`src/rtl/fsm_oe4s_sequencer_if.sv`:
```
// Control/CSR-side bundle of the 4-state sequencer: program writes, run handshake,
// status pulses, kernel transition selects and the one-hot state mirror.
interface fsm_oe4s_sequencer_if #(
    parameter int CW = 8
);
    logic          cfg_we;
    logic [1:0]    cfg_addr;
    logic [1:0]    cfg_next;
    logic [CW-1:0] cfg_dwell;
    logic          cfg_last;
    logic          start;
    logic          stop;
    logic          busy;
    logic          done;
    logic          cfg_err;
    logic [1:0]    t0x;
    logic [1:0]    t1x;
    logic [1:0]    t2x;
    logic [1:0]    t3x;
    logic          st0;
    logic          st1;
    logic          st2;
    logic          st3;

    modport master (
        output cfg_we, cfg_addr, cfg_next, cfg_dwell, cfg_last, start, stop,
        input  busy, done, cfg_err, t0x, t1x, t2x, t3x, st0, st1, st2, st3
    );

    modport slave (
        input  cfg_we, cfg_addr, cfg_next, cfg_dwell, cfg_last, start, stop,
        output busy, done, cfg_err, t0x, t1x, t2x, t3x, st0, st1, st2, st3
    );
endinterface

```
`src/rtl/fsm_oe4s_sequencer.sv`:
```
// Programmable sequencer for the 4-state one-hot FSM kernel: runs a 4-entry
// {next, dwell, last} program and mirrors the kernel state cycle for cycle.
module fsm_oe4s_sequencer #(
    parameter int CW = 8
) (
    input logic                  clk,
    input logic                  rst,
    fsm_oe4s_sequencer_if.slave  bus
);
    typedef enum logic {IDLE, RUN} ctrl_t;

    ctrl_t         state;
    logic [1:0]    cur;
    logic [1:0]    nxt;
    logic [CW-1:0] cnt;
    logic          busy_r;
    logic          done_r;
    logic          err_r;

    logic [1:0]    tbl_next  [4];
    logic [CW-1:0] tbl_dwell [4];
    logic [3:0]    tbl_last;

    // Mirror's next state for this cycle; stop beats step and completion.
    always_comb begin
        nxt = cur;
        if (state == RUN) begin
            if (bus.stop)
                nxt = 2'd0;
            else if (cnt == '0)
                nxt = tbl_last[cur] ? 2'd0 : tbl_next[cur];
        end
    end

    always_ff @(posedge clk or posedge rst) begin
        if (rst) begin
            state    <= IDLE;
            cur      <= 2'd0;
            cnt      <= '0;
            busy_r   <= 1'b0;
            done_r   <= 1'b0;
            err_r    <= 1'b0;
            tbl_last <= 4'b1000;
            for (int y = 0; y < 4; y++) begin
                tbl_next[y]  <= 2'(y + 1);
                tbl_dwell[y] <= '0;
            end
        end else begin
            done_r <= 1'b0;
            err_r  <= 1'b0;
            case (state)
                IDLE: begin
                    // A write or a stop in the same cycle suppresses start.
                    if (bus.cfg_we) begin
                        tbl_next[bus.cfg_addr]  <= bus.cfg_next;
                        tbl_dwell[bus.cfg_addr] <= bus.cfg_dwell;
                        tbl_last[bus.cfg_addr]  <= bus.cfg_last;
                    end else if (bus.start && !bus.stop) begin
                        state  <= RUN;
                        busy_r <= 1'b1;
                        cur    <= 2'd0;
                        cnt    <= tbl_dwell[0];
                    end
                end
                RUN: begin
                    if (bus.cfg_we)
                        err_r <= 1'b1;
                    if (bus.stop) begin
                        state  <= IDLE;
                        busy_r <= 1'b0;
                        cur    <= 2'd0;
                    end else if (cnt != '0) begin
                        cnt <= cnt - CW'(1);
                    end else if (tbl_last[cur]) begin
                        state  <= IDLE;
                        busy_r <= 1'b0;
                        done_r <= 1'b1;
                        cur    <= 2'd0;
                    end else begin
                        cur <= tbl_next[cur];
                        cnt <= tbl_dwell[tbl_next[cur]];
                    end
                end
                default: state <= IDLE;
            endcase
        end
    end

    assign bus.busy    = busy_r;
    assign bus.done    = done_r;
    assign bus.cfg_err = err_r;

    // Only the current state's select carries the move; the others hold themselves.
    assign bus.t0x = (cur == 2'd0) ? nxt : 2'd0;
    assign bus.t1x = (cur == 2'd1) ? nxt : 2'd1;
    assign bus.t2x = (cur == 2'd2) ? nxt : 2'd2;
    assign bus.t3x = (cur == 2'd3) ? nxt : 2'd3;

    assign bus.st0 = (cur == 2'd0);
    assign bus.st1 = (cur == 2'd1);
    assign bus.st2 = (cur == 2'd2);
    assign bus.st3 = (cur == 2'd3);
endmodule

```
`src/flat_wrapper.sv`:
```
// flat-port wrapper written by rule: the top's interface ports become plain ports
module fsm_oe4s_sequencer_flat 
#(
    parameter int CW = 8
)
  (clk, rst, bus_cfg_we, bus_cfg_addr, bus_cfg_next, bus_cfg_dwell, bus_cfg_last, bus_start, bus_stop, bus_busy, bus_done, bus_cfg_err, bus_t0x, bus_t1x, bus_t2x, bus_t3x, bus_st0, bus_st1, bus_st2, bus_st3);
  fsm_oe4s_sequencer_if #(.CW(CW)) bus_i ();
  input logic clk;
  input logic rst;
  input wire logic [$bits(bus_i.cfg_we)-1:0] bus_cfg_we;
  input wire logic [$bits(bus_i.cfg_addr)-1:0] bus_cfg_addr;
  input wire logic [$bits(bus_i.cfg_next)-1:0] bus_cfg_next;
  input wire logic [$bits(bus_i.cfg_dwell)-1:0] bus_cfg_dwell;
  input wire logic [$bits(bus_i.cfg_last)-1:0] bus_cfg_last;
  input wire logic [$bits(bus_i.start)-1:0] bus_start;
  input wire logic [$bits(bus_i.stop)-1:0] bus_stop;
  output wire logic [$bits(bus_i.busy)-1:0] bus_busy;
  output wire logic [$bits(bus_i.done)-1:0] bus_done;
  output wire logic [$bits(bus_i.cfg_err)-1:0] bus_cfg_err;
  output wire logic [$bits(bus_i.t0x)-1:0] bus_t0x;
  output wire logic [$bits(bus_i.t1x)-1:0] bus_t1x;
  output wire logic [$bits(bus_i.t2x)-1:0] bus_t2x;
  output wire logic [$bits(bus_i.t3x)-1:0] bus_t3x;
  output wire logic [$bits(bus_i.st0)-1:0] bus_st0;
  output wire logic [$bits(bus_i.st1)-1:0] bus_st1;
  output wire logic [$bits(bus_i.st2)-1:0] bus_st2;
  output wire logic [$bits(bus_i.st3)-1:0] bus_st3;
  assign bus_i.cfg_we = bus_cfg_we;
  assign bus_i.cfg_addr = bus_cfg_addr;
  assign bus_i.cfg_next = bus_cfg_next;
  assign bus_i.cfg_dwell = bus_cfg_dwell;
  assign bus_i.cfg_last = bus_cfg_last;
  assign bus_i.start = bus_start;
  assign bus_i.stop = bus_stop;
  assign bus_busy = bus_i.busy;
  assign bus_done = bus_i.done;
  assign bus_cfg_err = bus_i.cfg_err;
  assign bus_t0x = bus_i.t0x;
  assign bus_t1x = bus_i.t1x;
  assign bus_t2x = bus_i.t2x;
  assign bus_t3x = bus_i.t3x;
  assign bus_st0 = bus_i.st0;
  assign bus_st1 = bus_i.st1;
  assign bus_st2 = bus_i.st2;
  assign bus_st3 = bus_i.st3;
  fsm_oe4s_sequencer #(.CW(CW)) u_core (.clk(clk), .rst(rst), .bus(bus_i));
endmodule
```
`config.mk`:
```
export PLATFORM = sky130hd
export DESIGN_NAME = fsm_oe4s_sequencer_flat
export DESIGN_NICKNAME = d
export VERILOG_FILES = /design/src/rtl/fsm_oe4s_sequencer_if.sv /design/src/rtl/fsm_oe4s_sequencer.sv /design/src/flat_wrapper.sv
export SDC_FILE = /design/constraint.sdc
export NUM_CORES = 1
export LEC_CHECK = 0
export ABC_AREA = 1
export CORE_ASPECT_RATIO = 1.1
export CORE_MARGIN = 5
export CORE_UTILIZATION = 51
export CTS_CLUSTER_DIAMETER = 80
export DETAILED_ROUTE_END_ITERATION = 10
export PLACE_DENSITY = 0.76
export SETUP_SLACK_MARGIN = 0.4
export SLEW_MARGIN = 15
export SYNTH_ARGS = -nofsm -noshare
export SYNTH_HDL_FRONTEND = slang
export SYNTH_SLANG_ARGS = --single-unit
```
`constraint.sdc`:
```
create_clock -name clk -period 1.8 [get_ports clk]
set_input_delay 0.27 -clock clk [delete_from_list [all_inputs] [get_ports clk]]
set_output_delay 0.27 -clock clk [all_outputs]
set_load 0.01 [all_outputs]
```
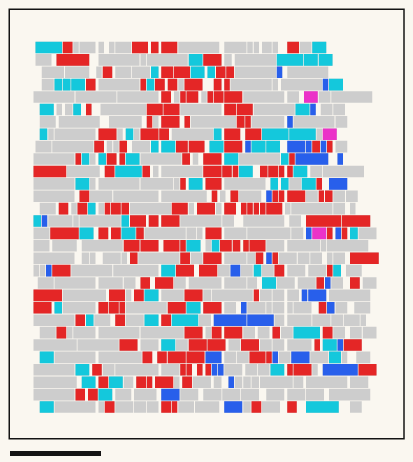
run_1/logic_types.png
Scale bar: 20 um.
cyan -> inverting AOI/OAI gates  # cells 70, most used o21ai_2, where widely spread
magenta -> XOR/XNOR gates  # cells 3, most used xnor2_1
red -> NAND gates  # cells 175, most used nand2_2
blue -> NOR gates  # cells 35, most used nor2_1

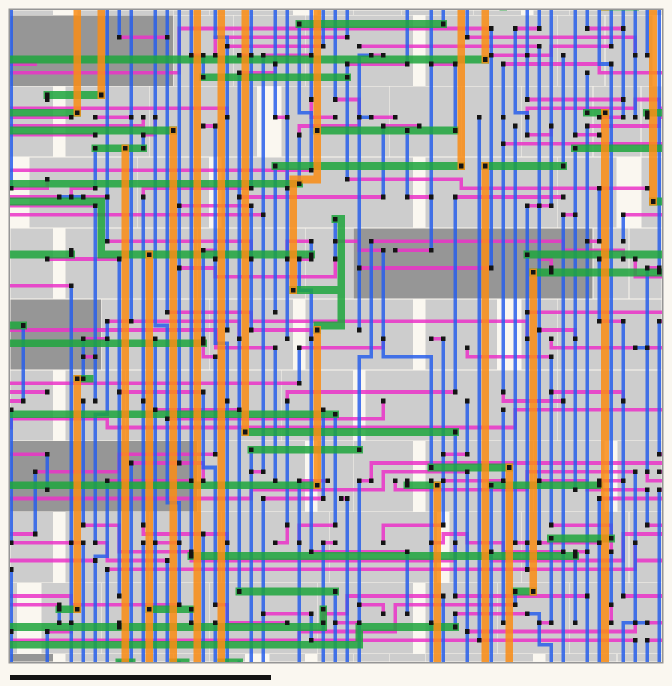
run_1/detail.png
Scale bar: 10 um. Window x 31 to 56, y 16 to 41 um. Cells in grey, sequential cells in the stronger grey; small squares are vias.
blue -> metal 2
magenta -> metal 1
orange -> metal 4
green -> metal 3
cells with their middle in the window = 57
sequential cells in the window = 3
netlist names of flops here include = u_core.tbl_dwell (2), u_core.tbl_next (1)
most frequent = nand2_4 (14), buf_4 (12), o21ai_2 (5)

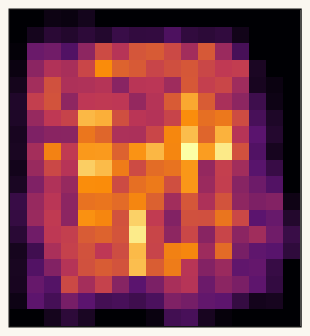
run_1/metal_density.png
The die is cut into 17 by 19 equal tiles; black is low, pale yellow is high, scaled to the fullest tile. Values are wire area over tile area, all layers added.
densest ninth of the die = centre
tiles over half the peak = 35%
emptiest ninth of the die = north-east
fullest tile = 0.91
mean over tiles = 0.33
nearly empty tiles = 14%
WL final: 15.3 mm
WL/cell: 24.5 um
routed via count: 3,990
Total GRT Usage: 29.8%

==> flow_summary.yaml, run 1 <==
# physical design summary
run_status:
  status: "complete, but fails checks"
  violations: "setup timing"
logic_synthesis:
  yosys_area_sq_um: 3260
  top_cell_area_share_pct: 40.6
  synth_cells: 415
  synth-edff-count: 0
  yosysWarnings: 0
  simple_gate_share_pct: 32.5
  common_cells: "109 x nand2_1, 53 x dfrtp_1, 51 x inv_1"
  synth-main-ff-cell: "dfrtp_1"
  synth-xor-area-share_pct: 0.805
  ys_top_logic_family: "simple AND/OR/NAND/NOR gates"
  synth.distinct_cells: 36
  ys.flops: 58
  top_cells_by_area: "dfrtp_1 41%, nand2_1 13%, o21ai_0 6.9%"
  async_flop_share_pct: 100
  synth_area_leader_cell: "dfrtp_1"
  yosys.cell_count.top_type: "nand2_1"
  synthesis.nets: 434
  ys_seq_share_pct: 44.7
  mux_share_pct: 0
  ys_sh_adder_pct: 0.383
  synth-compound-area-share_pct: 12.1
  yosys-stat-cells: 415
  synthesis.area_sq_um: 3260
  avgSynthCellArea_sq_um: 7.86
power:
  power_frac_seq_pct: 26.8
  combPwrFrac_pct: 61.1
  p_clk_uw: 1150
  switchingPower_uw: 4460
  powerSeq_uw: 2550
  leakage_uw: 0.00263
  clkPwrFrac_pct: 12.1
  finalPower_uw: 9500
  p_comb_uw: 5800
  power_density_nw_per_um2: 1720
  switching_share_pct: 46.9
  intPower_uw: 5040
  power-top-group: "combinational logic"
  vdd_drop_max_v: 0.00117
critical_path:
  max_stage_delay_ns: 0.60
  crit_start: "u_core.tbl_next[3]$_DFFE_PP1P_"
  critPathKind: "reg2out"
  regToRegEndpoint: "u_core.cnt[6]$_DFFE_PP0P_"
  path_cells: "nand2_4 -> a21oi_4 -> nor2_8 -> nor3_4 -> o22ai_4 -> nor2_1 -> buf_2"
  crit_arrival_ns: 2.01
  rrSetupSlack_ns: -0.15
  crit_end: "bus_t0x[1]"
  worstPathMaxFanout: 4
  cp-end-kind: "output pin"
  cp.depth: 7
  cp.required_ns: 1.53
  slowest_stage: "dfstp_2"
  path_delay_family: "flip-flops"
  start_kind: "flop"
  r2r.worst_path.cells: 12
  regToRegStartpoint: "u_core.cnt[0]$_DFFE_PP0P_"
drt:
  wl_met3_mm: 1.42
  drc: 0
  postRouteAntennaNets: 0
  vias_per_cell: 6.40
  first_pass_iters: 8
  maxUsedRoutingLayer: "met4"
  drt_iter0_drc: 524
  route.met2.wl_mm: 7.40
final_timing:
  period_needed_ns: 2.28
  tightest_slew_ns: 0.481
  fin_hold_ws_ns: 0.273
  slew_violations: 0
  fmax_mhz: 439
  period_used_pct: 127
  relSlewSlack_pct: 67.9
  rsz0062_at_grt: "yes"
  setup_viol: 18
  finClkSkew_ns: 0.0199
  hold_violations: 0
  layout_setup_ws_ns: -0.478
final_layout:
  largestClassByArea: "logic gates"
  sh_comb_area_pct: 39.6
  flop_area_sq_um: 1460
  design_area_sq_um: 5540
  fill_cells: 237
  antenna_cells: 0
  layout_top_cells: "51 x dfrtp_1, 50 x buf_4, 47 x inv_1, 46 x nand2_2, 43 x nand2_1"
  buffers: 127
  buf_share_pct: 24.8
  logic_gates: 285
  fin_nets: 557
  final.clkbuf_count: 11
  comb_area_sq_um: 2190
  drive_above_1_share_pct: 56.0
  final-clk-cell-share_pct: 3.10
  nNonClkInverters: 57
  sh_seq_area_pct: 26.4
  flop-count: 58
  layout_top_cell: "dfrtp_1"
  area_delta_synth_final_pct: 69.7
global_route:
  grt_max_degree: 24
  grt_pass1_vias: 3577
  grt.met2_usage_pct: 52.7
  grt_overflow: 0
  grt.busiest_layer: "met2"
  antenna_found_initial: 0
  met1_usage_pct: 34.2
  grt_use_met3_pct: 5.26
clocking:
  path_clk_slew_ns: 0.09
  cts.path.max_buffers: 2
  postCtsSetupRepairBufs: 23
  h-tree-depth: 3
  cts_made_buffers: 9
  ctsHoldBuffers: 0
  cts_resized: 237
  cts_tree: "done"
  ctsRootBufferMaster: "clkbuf_8"
  clk_latency_ns: 0.37
  cts.sinks: 58
placed_design:
  port_buffers: 32
  place_congestion: 0.788
  place_area_sq_um: 3980
  place_ws_ns: -0.351
  dp_hpwl_mm: 5.53
die:
  core-area_sq_um: 6190
  taps: 80
  row_count: 30
  io_pins: 33
  fp-utilization_pct: 52.7
  die_h_um: 93.9
  dieArea_sq_um: 8100
  dieWidth_um: 86.3
flow_run:
  drv_cap: 0
hold_path:
  hold_path.class: "in2async"
run 1: state kept, by name, indices dropped and copies added, names as in the netlist, 2 cells and up:
signal            count
u_core.tbl_next       8
u_core.cnt            8
u_core.tbl_dwell     32
u_core.cur            2
u_core.tbl_last       4
run 1: through the flow:
step,util [%],cells,setup TNS [ns]
finish,89.4,623,-3.84
global route,89.4,623,-5.20
CTS,79.5,606,-1.94
detailed placement,64.3,557,-3.62
global placement,64.3,557,-3.04
floorplan,-,415,0
run 1: logic make-up (layout without fill, tap and decap cells):
kind of cell,Yosys count,after routing
AND/OR/NAND/NOR,211,211
adder cells (fa/ha/maj),1,1
buffers and inverters,72,200
flip-flops,58,58
XOR/XNOR,3,3
AND-OR/OR-AND,70,70
==> inputs of run 2 (changes only) <==
--- a/config.mk
+++ b/config.mk
@@ -8,10 +8,9 @@
 export ABC_AREA = 1
 export CORE_ASPECT_RATIO = 1.1
 export CORE_MARGIN = 5
-export CORE_UTILIZATION = 51
+export CORE_UTILIZATION = 35
 export CTS_CLUSTER_DIAMETER = 80
 export DETAILED_ROUTE_END_ITERATION = 10
-export PLACE_DENSITY = 0.76
 export SETUP_SLACK_MARGIN = 0.4
 export SLEW_MARGIN = 15
 export SYNTH_ARGS = -nofsm -noshare
==> constraint.sdc (replaced) <==
create_clock -name clk -period 1.8 [get_ports clk]
set_input_delay 0.54 -clock clk [delete_from_list [all_inputs] [get_ports clk]]
set_output_delay 0.54 -clock clk [all_outputs]
set_load 0.01 [all_outputs]
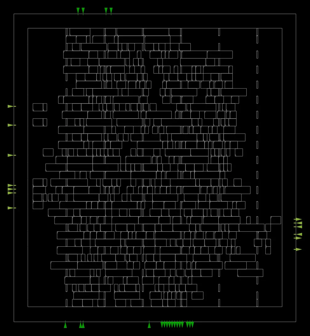
run_2/placement.png
sequential share of cell area: 28.7%
Util after Layout: 54.9%
Core Region: 9260 sq um
tapcell count: 117
Fillers: 807

==> run 2 against run 1 <==
Against the previous run: the run still ends with setup timing left; global-route usage shrank 13 points; first-iteration DRC count shrank 77%; core utilization shrank 34 points; non-clock buffer count shrank 19; clock skew shrank 0.010 ns; synthesized cell count is the same; sequential cell count is the same; power shrank 15%; die area grew 40%; fmax shrank 7.3%; critical endpoint unchanged.
==> flow_summary.yaml, run 2 <==
# physical design summary
run_status:
  status: "complete, but fails checks"
  violations: "setup timing"
logic_synthesis:
  synth-edff-count: 0
  yosys.cell_count.top_type: "nand2_1"
  yosys_area_sq_um: 3260
  synth_area_leader_cell: "dfrtp_1"
  synthesis.area_sq_um: 3260
  ys_seq_share_pct: 44.7
  avgSynthCellArea_sq_um: 7.86
  common_cells: "109 x nand2_1, 53 x dfrtp_1, 51 x inv_1"
  synth-main-ff-cell: "dfrtp_1"
  top_cells_by_area: "dfrtp_1 41%, nand2_1 13%, o21ai_0 6.9%"
  synth.distinct_cells: 36
  ys.flops: 58
  async_flop_share_pct: 100
  yosysWarnings: 0
  synth_cells: 415
  synthesis.nets: 434
  yosys-stat-cells: 415
  top_cell_area_share_pct: 40.6
power:
  vdd_drop_max_v: 0.000499
  leakage_uw: 0.00239
  p_comb_uw: 4440
  powerSeq_uw: 2380
  p_clk_uw: 1220
  switching_share_pct: 41.7
  clkPwrFrac_pct: 15.2
  switchingPower_uw: 3350
  power_density_nw_per_um2: 1580
  power-top-group: "combinational logic"
  combPwrFrac_pct: 55.2
  power_frac_seq_pct: 29.6
  intPower_uw: 4690
  finalPower_uw: 8040
placed_design:
  place_congestion: 0.770
  dp_hpwl_mm: 5.43
  port_buffers: 32
  place_area_sq_um: 4030
  place_ws_ns: -0.901
final_layout:
  sh_comb_area_pct: 40.1
  largest_reg_flops: 32
  area_delta_synth_final_pct: 55.9
  buf_share_pct: 19.7
  final.clkbuf_count: 11
  layout_top_cell: "nand2_1"
  design_area_sq_um: 5090
  comb_area_sq_um: 2040
  buffers: 108
  layout_top_cells: "57 x nand2_1, 51 x dfrtp_1, 50 x buf_4, 47 x inv_1, 40 x nand2_2"
  antenna_cells: 0
  flop_area_sq_um: 1460
  drive_above_1_share_pct: 50.7
  top_register: "u_core.tbl_dwell"
  largestClassByArea: "logic gates"
  nNonClkInverters: 57
  final-clk-cell-share_pct: 3.86
  reg_top3: "u_core.tbl_dwell (32), u_core.cnt (8), u_core.tbl_next (8)"
  fin_nets: 539
  flop-count: 58
  logic_gates: 286
critical_path:
  slowest_stage: "dfrtp_1"
  crit_arrival_ns: 1.92
  r2r.worst_path.cells: 14
  cp.required_ns: 1.26
  worstPathMaxFanout: 6
  cp-end-kind: "output pin"
  cp.depth: 9
  start_kind: "flop"
  path_cells: "inv_4 -> buf_4 -> nand2_4 -> a21oi_4 -> nor2_8 -> nor3_4 -> o22ai_4 -> nor2_2 -> buf_2"
  rrSetupSlack_ns: -0.08
  regToRegStartpoint: "u_core.cur[0]$_DFFE_PP0P_"
  crit_end: "bus_t0x[1]"
  max_stage_delay_ns: 0.42
  regToRegEndpoint: "u_core.cnt[5]$_DFFE_PP0P_"
  path_delay_family: "buffers and inverters"
  crit_start: "u_core.cur[0]$_DFFE_PP0P_"
  critPathKind: "reg2out"
die:
  dieArea_sq_um: 11400
  fp-utilization_pct: 35.2
  die_h_um: 111
  row_count: 37
  dieWidth_um: 102
  io_pins: 33
clocking:
  ctsHoldBuffers: 0
  cts.path.max_buffers: 2
  cts.sinks: 58
  clk_latency_ns: 0.35
  h-tree-depth: 3
  cts_made_buffers: 9
  cts_tree: "done"
  path_clk_slew_ns: 0.07
  ctsRootBufferMaster: "clkbuf_8"
final_timing:
  period_used_pct: 137
  tightest_slew_ns: 0.346
  setup_viol: 19
  fin_hold_ws_ns: 0.480
  period_needed_ns: 2.46
  finClkSkew_ns: 0.00965
  layout_setup_ws_ns: -0.658
  rsz0062_at_grt: "yes"
  tns_ns: -5.80
  fmax_mhz: 407
  relSlewSlack_pct: 76.9
  hold_violations: 0
  slew_violations: 0
drt:
  maxUsedRoutingLayer: "met4"
  wl_met3_um: 242
  vias_per_cell: 4.91
  drc: 0
  wl_per_cell_um: 14.3
  num_vias: 3152
  route.met2.wl_mm: 4.75
  drt-met1-wl_mm: 3.99
  postRouteAntennaNets: 0
  drt_iter0_drc: 120
  first_pass_iters: 5
  routed_wl_mm: 9.21
hold_path:
  holdCritStartpoint: "u_core.tbl_next[5]$_DFFE_PP1P_"
  holdPathEnd: "u_core.tbl_next[5]$_DFFE_PP1P_"
  hold_path.class: "reg2reg"
global_route:
  grt.met2_usage_pct: 26.4
  grt_usage_pct: 16.6
  grt.busiest_layer: "met2"
  grt_use_met3_pct: 2.89
  antenna_found_initial: 0
  met1_usage_pct: 21.7
  grt_pass1_vias: 3113
  grt_max_degree: 59
  grt_overflow: 0
flow_run:
  drv_cap: 0
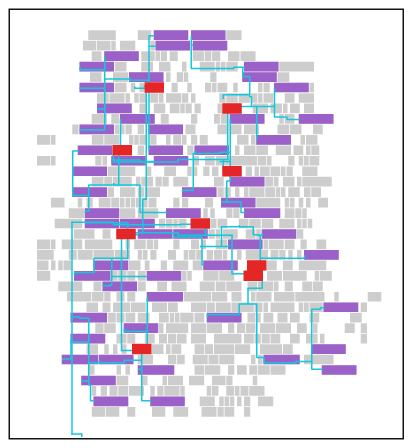
run_2/clk_routes.png
red -> clock drivers  # count 9
purple -> flip-flops  # count 58
cyan -> clock wires  # length 876 um
routed clock nets = 10

-- run 2: through the flow --
stage | std cells | utilization, %
floorplan | 415 | -
global placement | 596 | 43.6
detailed placement | 596 | 43.6
CTS | 634 | 49.9
global route | 642 | 54.9
finish | 642 | 54.9
-- run 2: cells by family after synthesis --
family                   count (synthesis)  synth area share, %
AND/OR/NAND/NOR                        211                 32.5
buffers and inverters                   72                 9.55
AND-OR/OR-AND                           70                 12.1
flip-flops                              58                 44.7
XOR/XNOR                                 3                0.805
adder cells (fa/ha/maj)                  1                0.383
-- run 2: what timing repair did --
action	4_1_cts	5_1_grt
gates cloned	6	0
setup buffers	16	8
pin swaps	19	33
gates resized	167	137
setup endpoints to repair	72	72
==> inputs of run 3 (changes only) <==
--- a/config.mk
+++ b/config.mk
@@ -7,7 +7,6 @@
 export LEC_CHECK = 0
 export ABC_AREA = 1
 export CORE_ASPECT_RATIO = 1.1
-export CORE_MARGIN = 5
 export CORE_UTILIZATION = 35
 export CTS_CLUSTER_DIAMETER = 80
 export DETAILED_ROUTE_END_ITERATION = 10
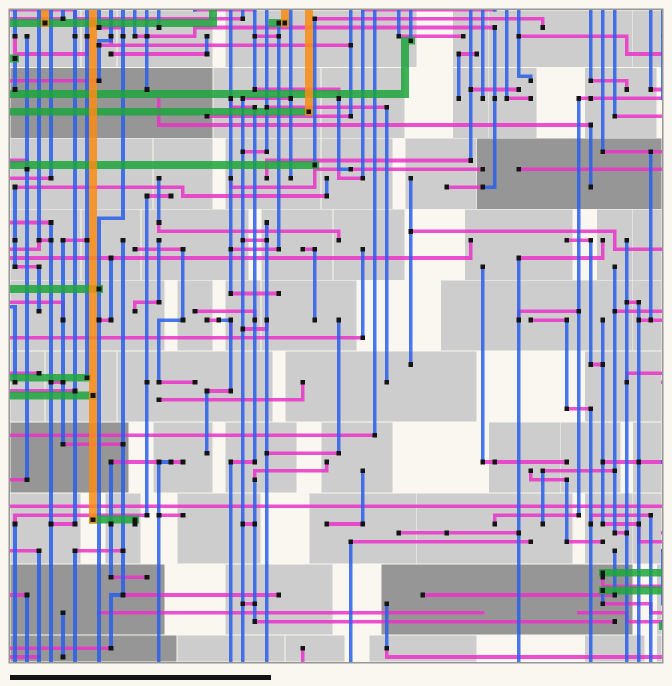
run_3/detail.png
Scale bar: 10 um. Window x 35 to 60, y 18 to 43 um. Cells in grey, sequential cells in the stronger grey; small squares are vias.
green -> metal 3
magenta -> metal 1
blue -> metal 2
orange -> metal 4
sequential cells in the window = 4
cells with their middle in the window = 51
most frequent = buf_4 (11), nand2_1 (6), nand2_4 (5)

==> run 3 against run 2 <==
Against the previous run: clock power is essentially flat; via count grew 8.1%; critical path type unchanged; fmax grew 4.2%; critical endpoint is now bus_t1x[1]; cell area grew 8.0%; synthesized cell count is the same; the flow still finishes with violations (setup timing); cell count grew 1.7%; area after synthesis is the same; largest cell class unchanged; die area shrank 14%; combinational power grew 13%; core utilization grew 6.4 points.
==> flow_summary.yaml, run 3 <==
# physical design summary
final_layout:
  fill_cells: 694
  sh_seq_area_pct: 26.6
  instances_no_fill: 653
  nNonClkInverters: 57
  flop_area_sq_um: 1460
  layout_top_cell: "dfrtp_1"
  buf_share_pct: 23.8
  largestClassByArea: "logic gates"
  flop-count: 58
  logic_gates: 286
  reg_top3: "u_core.tbl_dwell (32), u_core.cnt (8), u_core.tbl_next (8)"
  fin_util_pct: 61.3
power:
  leakage_uw: 0.00261
  clkPwrFrac_pct: 14.4
  combPwrFrac_pct: 57.9
  power_density_nw_per_um2: 1570
  finalPower_uw: 8640
  power-top-group: "combinational logic"
  intPower_uw: 4950
  powerSeq_uw: 2390
logic_synthesis:
  synth-main-ff-cell: "dfrtp_1"
  ys_top_logic_family: "simple AND/OR/NAND/NOR gates"
  synth_cells: 415
  synth-edff-count: 0
  simple_gate_share_pct: 32.5
  top_cell_area_share_pct: 40.6
  synth-xor-area-share_pct: 0.805
  avgSynthCellArea_sq_um: 7.86
  yosys-stat-cells: 415
  mux_share_pct: 0
clocking:
  postCtsSetupRepairBufs: 16
  cts_tree: "done"
  cts_made_buffers: 9
  cts_resized: 122
  ctsHoldBuffers: 0
  clk_latency_ns: 0.35
  cts.sinks: 58
  h-tree-depth: 3
drt:
  postRouteAntennaNets: 0
  vias_per_cell: 5.22
  maxUsedRoutingLayer: "met4"
  drt-met1-wl_mm: 4.16
final_timing:
  layout_setup_ws_ns: -0.558
  finClkSkew_ns: 0.0127
  fin_hold_ws_ns: 0.476
  slew_violations: 0
  tns_ns: -5.33
  setup_viol: 19
  period_used_pct: 131
  hold_violations: 0
die:
  io_pins: 33
  taps: 114
  dieWidth_um: 94.1
run_status:
  status: "complete, but fails checks"
  violations: "setup timing"
critical_path:
  crit_start: "u_core.cur[0]$_DFFE_PP0P_"
  regToRegStartpoint: "u_core.cur[0]$_DFFE_PP0P_"
  critPathKind: "reg2out"
  cp-end-kind: "output pin"
  crit_arrival_ns: 1.82
placed_design:
  placed_cells_incl_taps: 596
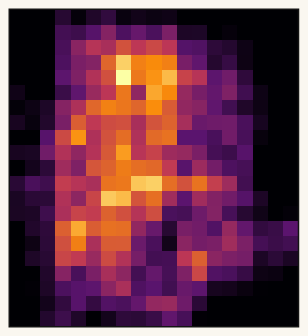
run_3/metal_density.png
The die is cut into 19 by 21 equal tiles; black is low, pale yellow is high, scaled to the fullest tile. Values are wire area over tile area, all layers added.
fullest tile = 0.73
nearly empty tiles = 24%
tiles over half the peak = 19%
mean over tiles = 0.19
densest ninth of the die = centre
emptiest ninth of the die = north-east

==> run 3: cell counts after synthesis <==
Identical to the previous run, type by type.
==> run 3: worst min-delay path by stage <==
| stage | endpoint | slack [ns] | cells past startpoint |
|---|---|---|---|
| after global routing | u_core.tbl_next[5]$_DFFE_PP1P_ | 0.50 | 2 |
| after global placement | u_core.tbl_dwell[11]$_DFFE_PP0P_ | 0.47 | 2 |
| after CTS | u_core.tbl_dwell[12]$_DFFE_PP0P_ | 0.49 | 2 |
| final | u_core.tbl_last[3]$_DFFE_PP1P_ | 0.48 | 2 |
| after floorplan | u_core.tbl_last[1]$_DFFE_PP0P_ | 0.45 | 2 |
| after detailed placement | u_core.tbl_dwell[12]$_DFFE_PP0P_ | 0.47 | 2 |
Power figures rest on the tool's default switching activity, not on a simulated workload.
